===== src/rtl/ahb_copy_pkg.sv =====
// Shared types and constants for the AHB-lite block-copy master.
// Optional pattern-fill mode is enabled with the AHB_COPY_FILL_EN macro.
package ahb_copy_pkg;

   typedef enum logic [2:0] {
      ST_IDLE,
      ST_RD_A,
      ST_RD_D,
      ST_WR_A,
      ST_WR_D,
      ST_ERR
   } state_e;

   localparam logic [2:0]  HSIZE_WORD = 3'b010;
   localparam logic [31:0] ADDR_INC   = 32'd4;

endpackage


===== src/rtl/ahb_copy_addr_gen.sv =====
// Source/destination address pointers and remaining word count for one copy.
// Addresses wrap modulo 2^32; last_o flags the final word of the command.
module ahb_copy_addr_gen
   import ahb_copy_pkg::*;
#(
   parameter int LEN_W = 16
) (
   input  logic             clk,
   input  logic             srst,
   input  logic             load_i,
   input  logic             inc_i,
   input  logic [31:0]      src_i,
   input  logic [31:0]      dst_i,
   input  logic [LEN_W-1:0] len_i,
   output logic [31:0]      src_o,
   output logic [31:0]      dst_o,
   output logic             last_o
);

   logic [31:0]      src_q, src_d;
   logic [31:0]      dst_q, dst_d;
   logic [LEN_W-1:0] cnt_q, cnt_d;

   always_comb begin
      src_d = src_q;
      dst_d = dst_q;
      cnt_d = cnt_q;
      if (load_i) begin
         src_d = src_i;
         dst_d = dst_i;
         cnt_d = len_i;
      end else if (inc_i) begin
         src_d = src_q + ADDR_INC;
         dst_d = dst_q + ADDR_INC;
         cnt_d = cnt_q - LEN_W'(1);
      end
   end

   always_ff @(posedge clk) begin
      if (srst) begin
         src_q <= '0;
         dst_q <= '0;
         cnt_q <= '0;
      end else begin
         src_q <= src_d;
         dst_q <= dst_d;
         cnt_q <= cnt_d;
      end
   end

   assign src_o  = src_q;
   assign dst_o  = dst_q;
   assign last_o = (cnt_q == LEN_W'(1));

endmodule


===== src/rtl/ahb_copy_master.sv =====
// AHB-lite single-transfer master copying word blocks (read word, write word).
// Define AHB_COPY_FILL_EN to add cmd_fill/cmd_pattern for write-only pattern fill.
module ahb_copy_master
   import ahb_copy_pkg::*;
#(
   parameter int LEN_W = 16
) (
   input  logic             hclk,
   input  logic             hreset,
   input  logic             cmd_valid,
   output logic             cmd_ready,
   input  logic [31:0]      cmd_src,
   input  logic [31:0]      cmd_dst,
   input  logic [LEN_W-1:0] cmd_len,
`ifdef AHB_COPY_FILL_EN
   input  logic             cmd_fill,
   input  logic [31:0]      cmd_pattern,
`endif
   output logic             busy,
   output logic             done,
   output logic             err,
   output logic [31:0]      err_addr,
   output logic             hsel,
   output logic [31:0]      haddr,
   output logic [2:0]       hsize,
   output logic             hwrite,
   output logic [31:0]      hwdata,
   input  logic [31:0]      hrdata,
   input  logic             hready,
   input  logic             hresp
);

   state_e      state_q, state_d;
   logic [31:0] data_q, data_d;
   logic [31:0] err_addr_q, err_addr_d;
   logic        done_q, done_d;
   logic        err_q, err_d;
   logic        ag_load, ag_inc, last_word;
   logic [31:0] src_addr, dst_addr;
   logic        misalign;
   logic        fill_mode;

   ahb_copy_addr_gen #(.LEN_W(LEN_W)) u_addr_gen (
      .clk    (hclk),
      .srst   (hreset),
      .load_i (ag_load),
      .inc_i  (ag_inc),
      .src_i  (cmd_src),
      .dst_i  (cmd_dst),
      .len_i  (cmd_len),
      .src_o  (src_addr),
      .dst_o  (dst_addr),
      .last_o (last_word)
   );

`ifdef AHB_COPY_FILL_EN
   logic fill_q, fill_d;

   always_comb begin
      fill_d = fill_q;
      if (state_q == ST_IDLE && cmd_valid) fill_d = cmd_fill;
   end

   always_ff @(posedge hclk) begin
      if (hreset) fill_q <= 1'b0;
      else        fill_q <= fill_d;
   end

   assign fill_mode = fill_q;
`else
   assign fill_mode = 1'b0;
`endif

   assign misalign = (|cmd_src[1:0]) || (|cmd_dst[1:0]);

   always_comb begin
      state_d    = state_q;
      data_d     = data_q;
      err_addr_d = err_addr_q;
      done_d     = 1'b0;
      err_d      = 1'b0;
      ag_load    = 1'b0;
      ag_inc     = 1'b0;
      case (state_q)
         ST_IDLE: begin
            if (cmd_valid) begin
               ag_load    = 1'b1;
               err_addr_d = '0;
               if (misalign) begin
                  // The source address wins when both are misaligned.
                  err_d      = 1'b1;
                  err_addr_d = (|cmd_src[1:0]) ? cmd_src : cmd_dst;
               end else if (cmd_len == '0) begin
                  done_d = 1'b1;
               end else begin
`ifdef AHB_COPY_FILL_EN
                  if (cmd_fill) begin
                     data_d  = cmd_pattern;
                     state_d = ST_WR_A;
                  end else begin
                     state_d = ST_RD_A;
                  end
`else
                  state_d = ST_RD_A;
`endif
               end
            end
         end
         ST_RD_A: if (hready) state_d = ST_RD_D;
         ST_RD_D: begin
            if (hresp) begin
               err_d      = 1'b1;
               err_addr_d = src_addr;
               state_d    = ST_ERR;
            end else if (hready) begin
               data_d  = hrdata;
               state_d = ST_WR_A;
            end
         end
         ST_WR_A: if (hready) state_d = ST_WR_D;
         ST_WR_D: begin
            if (hresp) begin
               err_d      = 1'b1;
               err_addr_d = dst_addr;
               state_d    = ST_ERR;
            end else if (hready) begin
               ag_inc = 1'b1;
               if (last_word) begin
                  done_d  = 1'b1;
                  state_d = ST_IDLE;
               end else begin
                  state_d = fill_mode ? ST_WR_A : ST_RD_A;
               end
            end
         end
         // Sit out the remainder of the slave's two-cycle error response.
         ST_ERR: if (!hresp) state_d = ST_IDLE;
         default: state_d = ST_IDLE;
      endcase
   end

   always_ff @(posedge hclk) begin
      if (hreset) begin
         state_q    <= ST_IDLE;
         data_q     <= '0;
         err_addr_q <= '0;
         done_q     <= 1'b0;
         err_q      <= 1'b0;
      end else begin
         state_q    <= state_d;
         data_q     <= data_d;
         err_addr_q <= err_addr_d;
         done_q     <= done_d;
         err_q      <= err_d;
      end
   end

   assign cmd_ready = (state_q == ST_IDLE);
   assign busy      = (state_q != ST_IDLE);
   assign done      = done_q;
   assign err       = err_q;
   assign err_addr  = err_addr_q;
   assign hsel      = (state_q == ST_RD_A) || (state_q == ST_WR_A);
   assign hwrite    = (state_q == ST_WR_A);
   assign haddr     = (state_q == ST_WR_A) ? dst_addr : src_addr;
   assign hsize     = HSIZE_WORD;
   assign hwdata    = data_q;

endmodule


===== config.mk =====
export PLATFORM = sky130hd
export DESIGN_NAME = ahb_copy_master
export DESIGN_NICKNAME = d
export VERILOG_FILES = /design/src/rtl/ahb_copy_pkg.sv /design/src/rtl/ahb_copy_addr_gen.sv /design/src/rtl/ahb_copy_master.sv
export SDC_FILE = /design/constraint.sdc
export NUM_CORES = 1
export LEC_CHECK = 0
export ABC_AREA = 1
export CAP_MARGIN = 10
export CORE_UTILIZATION = 25
export CTS_CLUSTER_SIZE = 8
export DETAILED_ROUTE_END_ITERATION = 16
export GPL_TIMING_DRIVEN = 0
export PLACE_DENSITY_LB_ADDON = 0.08
export SLEW_MARGIN = 20
export SYNTH_ARGS = -nofsm -noshare
export SYNTH_HDL_FRONTEND = slang
export SYNTH_SLANG_ARGS = --single-unit

===== constraint.sdc =====
create_clock -name hclk -period 3.13 [get_ports hclk]
set_clock_uncertainty 0.2 [all_clocks]
set_input_delay 0.626 -clock hclk [delete_from_list [all_inputs] [get_ports hclk]]
set_output_delay 0.626 -clock hclk [all_outputs]
set_load 0.01 [all_outputs]

run_1/clk_routes.png
Drawn at 3 px/um.
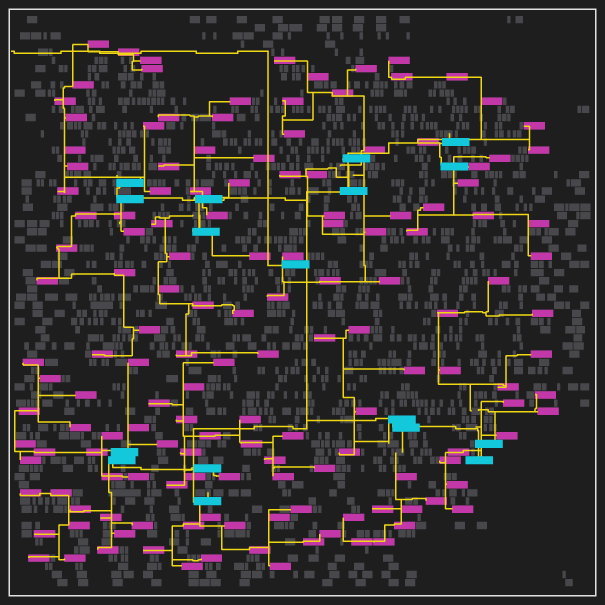
Cyan is clock drivers, count 17. Magenta is flip-flops, count 149. Yellow is clock wires, length 2690 um.
Position of the flops: spread over the die.

run_1/placement_by_type.png
Drawn at 2 px/um. Fill, decap, tap and diode cells in grey.
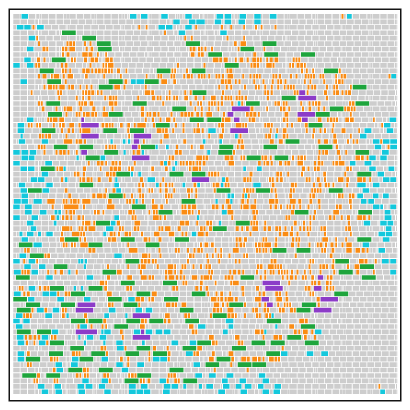
Green is flops, cells 149, share of their area 25%. Cyan is other buffers and delay cells, cells 298, share of their area 21%. Orange is combinational and other logic, cells 1299, share of their area 49%. Purple is clock drivers and dummy loads, cells 31, share of their area 4.7%.
Design Area, Final: 12700 um2
flip-flop and latch share of the layout cell area: 0.235
share of the core filled with cells: 0.346

==> summary.txt, run 1 <==
Flow results are below.

- The startpoint kind of the worst setup timing path is a register, for reference.
- The count of filler cells inserted in the layout is 4157, for reference.
- The script extracted a net switching power of 1.85 mW.
- The most common cell type on the critical path is sky130_fd_sc_hd__buf_4, for reference.
- The data required time reported for the critical path is 2.30 ns.
- Grouping non-sequential cells by family puts the most area in simple AND/OR/NAND/NOR gates.
- After detailed routing, no signal wire sits above met4.
- The final period utilization is 0.972, for reference.
- The normalized max-slew margin is 0.364, for reference.
- Derived from the worst setup path, the maximum achievable clock frequency is 329 MHz.
- The run finished with clean final reports.
- Subtracting the final worst setup slack from the clock period gives 3.04 ns.
- Recorded from the global router log, the overflow total was 0.
- Of the total power, registers draw 0.389.
- The share of power burned in combinational logic is 0.225, for reference.
- STA on the placed design reports a worst setup slack of -0.112 ns.
- The HPWL after detailed placement is 35800 um.
- In the log, the iteration count for the first detailed-route pass is 5.
- The tally of unique sky130hd cells used after synthesis is 36, for reference.
- The end of the critical path is haddr[30], for reference.
- Dividing the detail-routed wire length by the instance count gives 20.3 um.
- The post-detailed-routing wire length is 45700 um, for reference.
- The number of maximum-capacitance violations recorded for the run is 0.
- The portion of synthesized area spent on multiplexers is 0.
- The main area contributors are sky130_fd_sc_hd__dfxtp_1, sky130_fd_sc_hd__nand2_1, sky130_fd_sc_hd__nor2_1.
- The stage logs contain a warning count of 27.
- The sum of met2 wire segment lengths after detailed routing is 20700 um, for reference.
- The routed via count is 10.9k, for reference.
- Per the log, the first TritonRoute iteration ended with a DRC count of 918.
- Per the final timing report, the hold violations number 0.
- The synthesized design contains 0 enable-type register cells.
- The leakage power total is 5.34 nW, for reference.
- The library cell used most frequently in the layout, excluding fill and tap cells, is sky130_fd_sc_hd__nand2_1.
- Setup repair after global routing left no endpoint under its margin.
- The simple logic cell fraction of the synthesized area is 0.307, for reference.
- The total of clock buffers placed in the layout is 17, for reference.
- Among all cell types in the netlist, the one instantiated most often is sky130_fd_sc_hd__nand2_1.
- The capture point of the worst reg-to-reg path is u_addr_gen.dst_o[30], for reference.
- The power per cell area is 435 nW/um2, for reference.
- The maximum fanout count along the critical path is 10, for reference.
- In this run, the synthesized area fraction spent on adder and majority cells is recorded as 0.00538.
- The detailed route wirelength on metal3 is 3150 um, for reference.
- The clock tree root buffer cell is sky130_fd_sc_hd__clkbuf_16, for reference.
run_1/detail.png
Window x 85 to 110, y 85 to 110 um. Cells in grey, sequential cells in the stronger grey; small squares are vias.
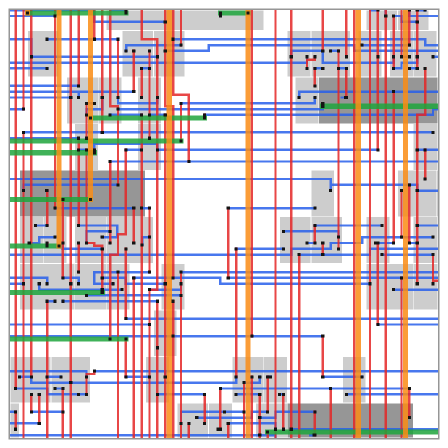
Blue is metal 1. Orange is metal 4. Red is metal 2. Green is metal 3.
43 logic cells have their middle in the window. Netlist names of flops here include u_addr_gen.dst_o (3). Sequential cells in the window: 3. Most frequent: nand2_1 (11), inv_1 (5), o21ai_0 (5).

-- run 1: power by group through the flow --
stage / clock [mW] / combinational (mW) / sequential, mW
finish: 2.13 / 1.24 / 2.14
global route: 2.24 / 1.35 / 2.16
CTS: 2.17 / 1.24 / 2.14
detailed placement: 0 / 1.25 / 2.19
global placement: 0 / 1.25 / 2.19
floorplan: 0 / 0.611 / 2.18
-- run 1: timing repair --
action,CTS,global route
setup buffers,0,3
gates resized,53,32
setup endpoints to repair,33,26
hold endpoints to repair,0,0
-- run 1: how the worst min path moves through the flow --
stage / endpoint / start / slack, ns
3_3_place_gp: u_addr_gen.dst_o[0] / u_addr_gen.dst_o[0] / 0.26
4_1_cts: u_addr_gen.dst_o[0] / u_addr_gen.dst_o[0] / 0.28
6_report: u_addr_gen.dst_o[0] / u_addr_gen.dst_o[0] / 0.28
3_5_place_dp: u_addr_gen.dst_o[0] / u_addr_gen.dst_o[0] / 0.27
2_1_floorplan: u_addr_gen.dst_o[0] / u_addr_gen.dst_o[0] / 0.24
5_1_grt: u_addr_gen.src_o[1] / u_addr_gen.src_o[1] / 0.33
-- run 1: per-layer routing --
| metal | up-vias | GRT usage |
|---|---|---|
| li1 | 5385 | - |
| met1 | 4996 | 0.314 |
| met2 | 436 | 0.376 |
| met3 | 64 | 0.0488 |
| met4 | 0 | 0.0884 |
| met5 | - | 0 |
-- run 1: critical path: cells and delay by family (launching register included) --
family	cells	cell delay, ns
buf+inv	5	0.97
simple gates	2	0.12
flops	1	0.31
compound gates	1	0.37
-- run 1: registers in the layout, indices dropped and copies added, names as in the netlist --
name,flops
u_addr_gen.dst_o,32
done,1
u_addr_gen.src_o,32
state_q,3
hwdata,32
err,1
u_addr_gen.cnt_q,16
err_addr,32
==> run 2: changes to the inputs <==
--- a/config.mk
+++ b/config.mk
@@ -7,6 +7,8 @@
 export LEC_CHECK = 0
 export ABC_AREA = 1
 export CAP_MARGIN = 10
+export CELL_PAD_IN_SITES_DETAIL_PLACEMENT = 1
+export CELL_PAD_IN_SITES_GLOBAL_PLACEMENT = 1
 export CORE_UTILIZATION = 25
 export CTS_CLUSTER_SIZE = 8
 export DETAILED_ROUTE_END_ITERATION = 16
run_2/placement_by_type.png
Drawn at 2 px/um. Fill, decap, tap and diode cells in grey.
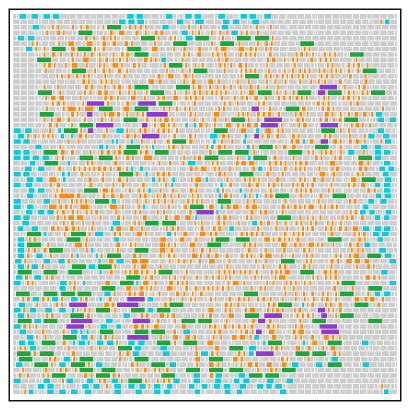
Orange is combinational and other logic, cells 1299, share of their area 49%. Cyan is other buffers and delay cells, cells 296, share of their area 21%. Green is flops, cells 149, share of their area 25%. Purple is clock drivers and dummy loads, cells 32, share of their area 5.4%.

run_2/detail.png
Window x 85 to 110, y 85 to 110 um. Cells in grey, sequential cells in the stronger grey; small squares are vias.
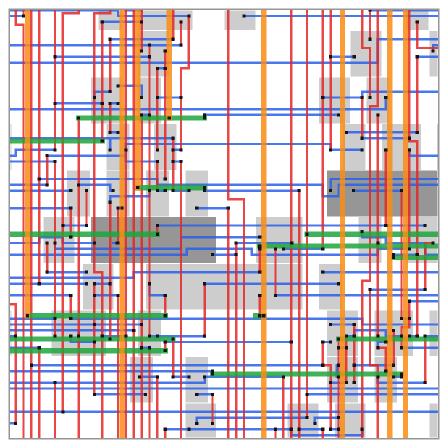
Green is metal 3. Red is metal 2. Orange is metal 4. Blue is metal 1.
Most frequent: nand2_1 (9), o21ai_0 (6), clkbuf_1 (4). Netlist names of flops here include u_addr_gen.dst_o (2). Sequential cells in the window: 2. 34 logic cells have their middle in the window.

==> summary.txt, run 2 <==
Flow results are below.

- The number of global-route vias before repair came to 11.3k.
- The slowest stage of the critical path belongs to the cell sky130_fd_sc_hd__dlygate4sd2_1.
- The area fraction in full adders, half adders and majority gates is 0.00538 (unchanged), for reference.
- The minimum setup slack among reg-to-reg paths is 0.39 ns, for reference.
- Per the detail_route log, the uppermost layer with routed signals is met4.
- The worst setup path is of the register to primary output kind.
- The count of library flops with an enable pin is 0 (unchanged), for reference.
- The startpoint of the lowest-slack hold path is u_addr_gen.dst_o[0], for reference.
- The pre-CTS worst setup slack was -0.159 ns (-0.0469 ns).
- The max-capacitance violation count is 0 (unchanged), for reference.
- The count of filler cells inserted in the layout is 4769 (+15%), for reference.
- The sum of met2 wire segment lengths after detailed routing came to 22300 um (+8.0%).
- The largest family of logic cells by area is simple AND/OR/NAND/NOR gates, for reference.
- The HPWL after detailed placement was 38600 um (+7.8%).
- For this run, the post-layout net count is 1884.
- The number of top-level pins is 222, for reference.
- The DRC marker count from the first detailed-route iteration is 628 (-32%).
- The flow ran to the end, and the final reports show no timing, DRC or antenna violations.
- The register area is 2980 um2, for reference.
- Data on the critical path arrives at its endpoint at 2.22 ns.
- Summing internal, switching and leakage power gives 5.80 mW.
- The routed via count is 11.2k (+2.7%), for reference.
- The final design utilization is 0.348 (+0.00202), for reference.
- The number of levels the H-tree was split into is 4, for reference.
- The remaining global-route overflow is 0 (unchanged), for reference.
- The met1 track demand over resource in global routing came to 0.334 (+0.0203).
- The worst hold path endpoint is u_addr_gen.dst_o[0], for reference.
- The final period utilization was 0.973 (about the same).
- The tally of unique sky130hd cells used after synthesis came to 36 (unchanged).
- The count of warning messages emitted by the tools is 28 (+3.7%), for reference.
- The simple logic cell fraction of the synthesized area was 0.307 (unchanged).
- The post-synthesis mux area share is 0 (unchanged), for reference.
- The maximum fanout count along the critical path came to 10 (unchanged).
- The normalized max-slew margin was 0.419 (+0.0550).
- The met2 capacity usage during global routing is 0.414 (+0.0377), for reference.
- The hold violation count in the final report is 0 (unchanged), for reference.
- The worst setup path is launched from a register.
- Setup repair after global routing left no endpoint under its margin.
- Looking at the global route congestion table, the highest-usage layer is met2.
- The detailed route wirelength on metal3 was 2760 um (-12%).
- Counting only logic cells after layout, the most numerous master is sky130_fd_sc_hd__nand2_1.
- The post-synthesis cell type with the largest instance count is sky130_fd_sc_hd__nand2_1, for reference.
- Yosys attributes the largest share of cell area to sky130_fd_sc_hd__dfxtp_1, sky130_fd_sc_hd__nand2_1, sky130_fd_sc_hd__nor2_1.
- The met3 global-route usage was 0.0442 (-0.00451).
- The clock period minus final worst setup slack is 3.04 ns (+0.000801 ns).
- The maximum achievable frequency is 328 MHz (about the same).
## run 2: repair_timing
action                                  in CTS  in global routing
endpoints found under the setup margin      33                 24
gates resized                               50                 12
hold buffers                                 0                  0
pin swaps                                    0                  0
buffers inserted                             0                  1
## run 2: cell type report
cell class / count / area share
plain buffers: 78 / 0.0332
clock inverters: 15 / 0.0179
clock buffers: 17 / 0.0334
well taps: 468 / 0.0459
inverters: 201 / 0.0592
repair buffers: 218 / 0.168
flip-flops and latches: 149 / 0.234
multi-input cells: 1098 / 0.408
## run 2: worst max-delay path, delay by kind of cell, from the launching register on
family	cells	cell delay (ns)
AOI/OAI and AO/OA	1	0.16
buffers and inverters	5	0.97
DFF	1	0.30
and+or+nand+nor	3	0.33
## run 2: how the worst max path moves through the flow
stage / to / slack [ns]
2_1_floorplan: haddr[12] / 0.87
3_3_place_gp: haddr[14] / -0.17
3_5_place_dp: haddr[16] / -0.16
4_1_cts: haddr[5] / -0.02
5_1_grt: haddr[16] / 0.005
6_report: haddr[16] / 0.09
## run 2: logic make-up (layout without fill, tap and decap cells)
group | count (synthesis) | count (layout)
simple gates | 716 | 716
compound gates | 353 | 353
other cells | 2 | 3
buf+inv | 279 | 529
flops | 149 | 149
fa+ha+maj | 4 | 4
xor+xnor | 22 | 22
## run 2: where the power goes
| part | internal, mW | switching [mW] |
|---|---|---|
| sequential | 2.02 | 0.121 |
| clock | 1.38 | 1.02 |
| combinational | 0.520 | 0.740 |
## run 2: per-stage QoR
stage	hold slack, ns	instance area (um2)	setup TNS [ns]
3_3_place_gp	0.261	12100	-1.29
2_1_floorplan	0.244	9310	0
6_report	0.296	12700	0
4_1_cts	0.291	12700	-0.0271
3_5_place_dp	0.279	12100	-1.47
5_1_grt	0.306	12700	0
==> run 3: changes to the inputs <==
--- a/config.mk
+++ b/config.mk
@@ -14,7 +14,8 @@
 export DETAILED_ROUTE_END_ITERATION = 16
 export GPL_TIMING_DRIVEN = 0
 export PLACE_DENSITY_LB_ADDON = 0.08
-export SLEW_MARGIN = 20
+export SETUP_SLACK_MARGIN = 0.15
+export SLEW_MARGIN = 40
 export SYNTH_ARGS = -nofsm -noshare
 export SYNTH_HDL_FRONTEND = slang
 export SYNTH_SLANG_ARGS = --single-unit
run_3/placement_by_type.png
Drawn at 2 px/um. Fill, decap, tap and diode cells in grey.
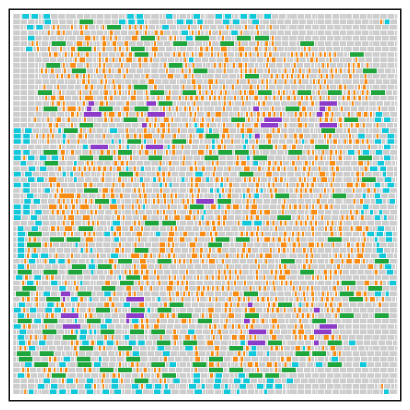
Cyan is other buffers and delay cells, cells 298, share of their area 21%. Orange is combinational and other logic, cells 1299, share of their area 50%. Green is flops, cells 149, share of their area 25%. Purple is clock drivers and dummy loads, cells 32, share of their area 4.6%.

run_3/cell_density.png
Drawn at 1.5 px/um. The die is cut into 19 by 19 equal tiles; black is low, pale yellow is high, 0 to 100% covered.
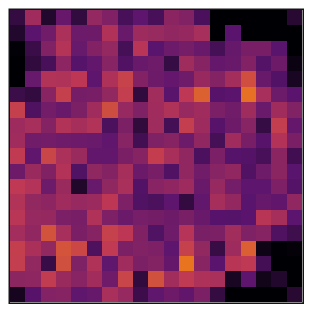
The mean over all tiles is 32%. The fullest tile reaches 68%. 6.4% of the tiles are nearly empty.

==> summary.txt, run 3 <==
Flow results are below.

- The data arrival time of the critical path came to 2.21 ns (about the same).
- The cts-stage hold buffer count is 0 (unchanged), for reference.
- The critical path class is register to primary output, for reference.
- The clock period minus final worst setup slack is 3.03 ns (-0.0106 ns).
- The number of top-level pins was 222 (unchanged).
- Setup repair after global routing could not meet its margin everywhere.
- The kind of cell with the highest combined delay along the critical path is buffers and inverters.
- The number of well-tap cells placed is 468 (unchanged), for reference.
- The run finished with clean final reports.
- The count of filler cells inserted in the layout is 4733 (-0.75%), for reference.
- The routed via count is 11.2k (+0.21%), for reference.
- The buffer and inverter count on the worst path was 6 (+1).
- Per the cell usage report, the commonest logic cell in the layout is sky130_fd_sc_hd__nand2_1.
- The HPWL after detailed placement came to 38700 um (+0.14%).
- The DRC marker count from the first detailed-route iteration was 785 (+25%).
- The count of library flops with an enable pin is 0 (unchanged), for reference.
- The hold violation count in the final report is 0 (unchanged), for reference.
- The relative area of non-clock buffer cells in the final design is 0.201 (-0.000581), for reference.
- The count of warning messages emitted by the tools came to 29 (+3.6%).
- The post-synthesis cell type with the largest instance count is sky130_fd_sc_hd__nand2_1, for reference.
- By area, multi-input combinational cells come first.
- The remaining global-route overflow came to 0 (unchanged).
- The sequential fraction of total cell area is 0.236 (+0.00197), for reference.
- The final period utilization is 0.969 (-0.00339), for reference.
- The final hold slack is 0.282 ns (-0.0139 ns), for reference.
- The number of combinational gates with multiple inputs is 1098 (unchanged).
- The share of the final layout cell area in multi-input gates is 0.413 (+0.00532), for reference.
- The cell with the largest stage delay on the worst path is sky130_fd_sc_hd__dfxtp_1, for reference.
- The max-capacitance violation count is 0 (unchanged), for reference.
- The tally of unique sky130hd cells used after synthesis is 36 (unchanged), for reference.
- The main area contributors are sky130_fd_sc_hd__dfxtp_1, sky130_fd_sc_hd__nand2_1, sky130_fd_sc_hd__nor2_1.
- The normalized max-slew margin came to 0.419 (about the same).
- The maximum achievable frequency came to 330 MHz (+0.35%).
- The number of levels the H-tree was split into was 4 (unchanged).
- The register area is 2980 um2 (unchanged), for reference.
- The number of inverters outside the clock class in the layout is 201 (unchanged), for reference.
-- run 3: worst paths after layout --
kind | endpoint | slack (ns) | cells after the start | from
max reg2reg | u_addr_gen.dst_o[30] | 0.40 | 10 | u_addr_gen.dst_o[2]
min | u_addr_gen.dst_o[0] | 0.28 | 2 | u_addr_gen.dst_o[0]
max | haddr[13] | 0.1 | 9 | state_q[2]
min reg2reg | u_addr_gen.dst_o[0] | 0.28 | 2 | u_addr_gen.dst_o[0]
-- run 3: report_power, final --
part	total, mW	internal [mW]	switching (mW)
clock network	2.05	1.07	0.984
logic	1.26	0.520	0.744
registers	2.15	2.02	0.121
-- run 3: layer usage --
layer	vias up	global-route usage	wire [um]	share of wire
li1	5389	-	-	-
met1	5373	0.334	22100	0.45
met2	355	0.419	22500	0.46
met3	79	0.0423	2370	0.049
met4	0	0.101	1770	0.036
met5	-	0	0	0
-- run 3: repair_timing --
action                                  in CTS  in global routing
setup buffers                                1                  1
resized                                    120                 15
cloned                                       0                  1
endpoints found under the setup margin      33                 28
pin swaps                                    0                  1
-- run 3: cell families after synthesis --
kind of cell             count (synthesis)  synth area share
XOR/XNOR                                22            0.0207
other                                    2          0.000807
AND-OR/OR-AND                          353             0.222
adder cells (fa/ha/maj)                  4           0.00538
buffers and inverters                  279             0.124
AND/OR/NAND/NOR                        716             0.307
flip-flops                             149             0.320
-- run 3: stage by stage --
step                total power [mW]  instances  cell area [um2]  setup TNS (ns)  setup WS (ns)
floorplan                       2.79       1526             9310               0          0.873
global placement                3.45       2211            12100           -1.29         -0.166
detailed placement              3.46       2211            12100           -1.09         -0.127
CTS                             5.51       2244            12600               0         0.0804
global route                    5.70       2246            12600               0         0.0684
finish                          5.46       2246            12600               0         0.0961
No activity file was given, so power comes from the tool's default toggle rates.
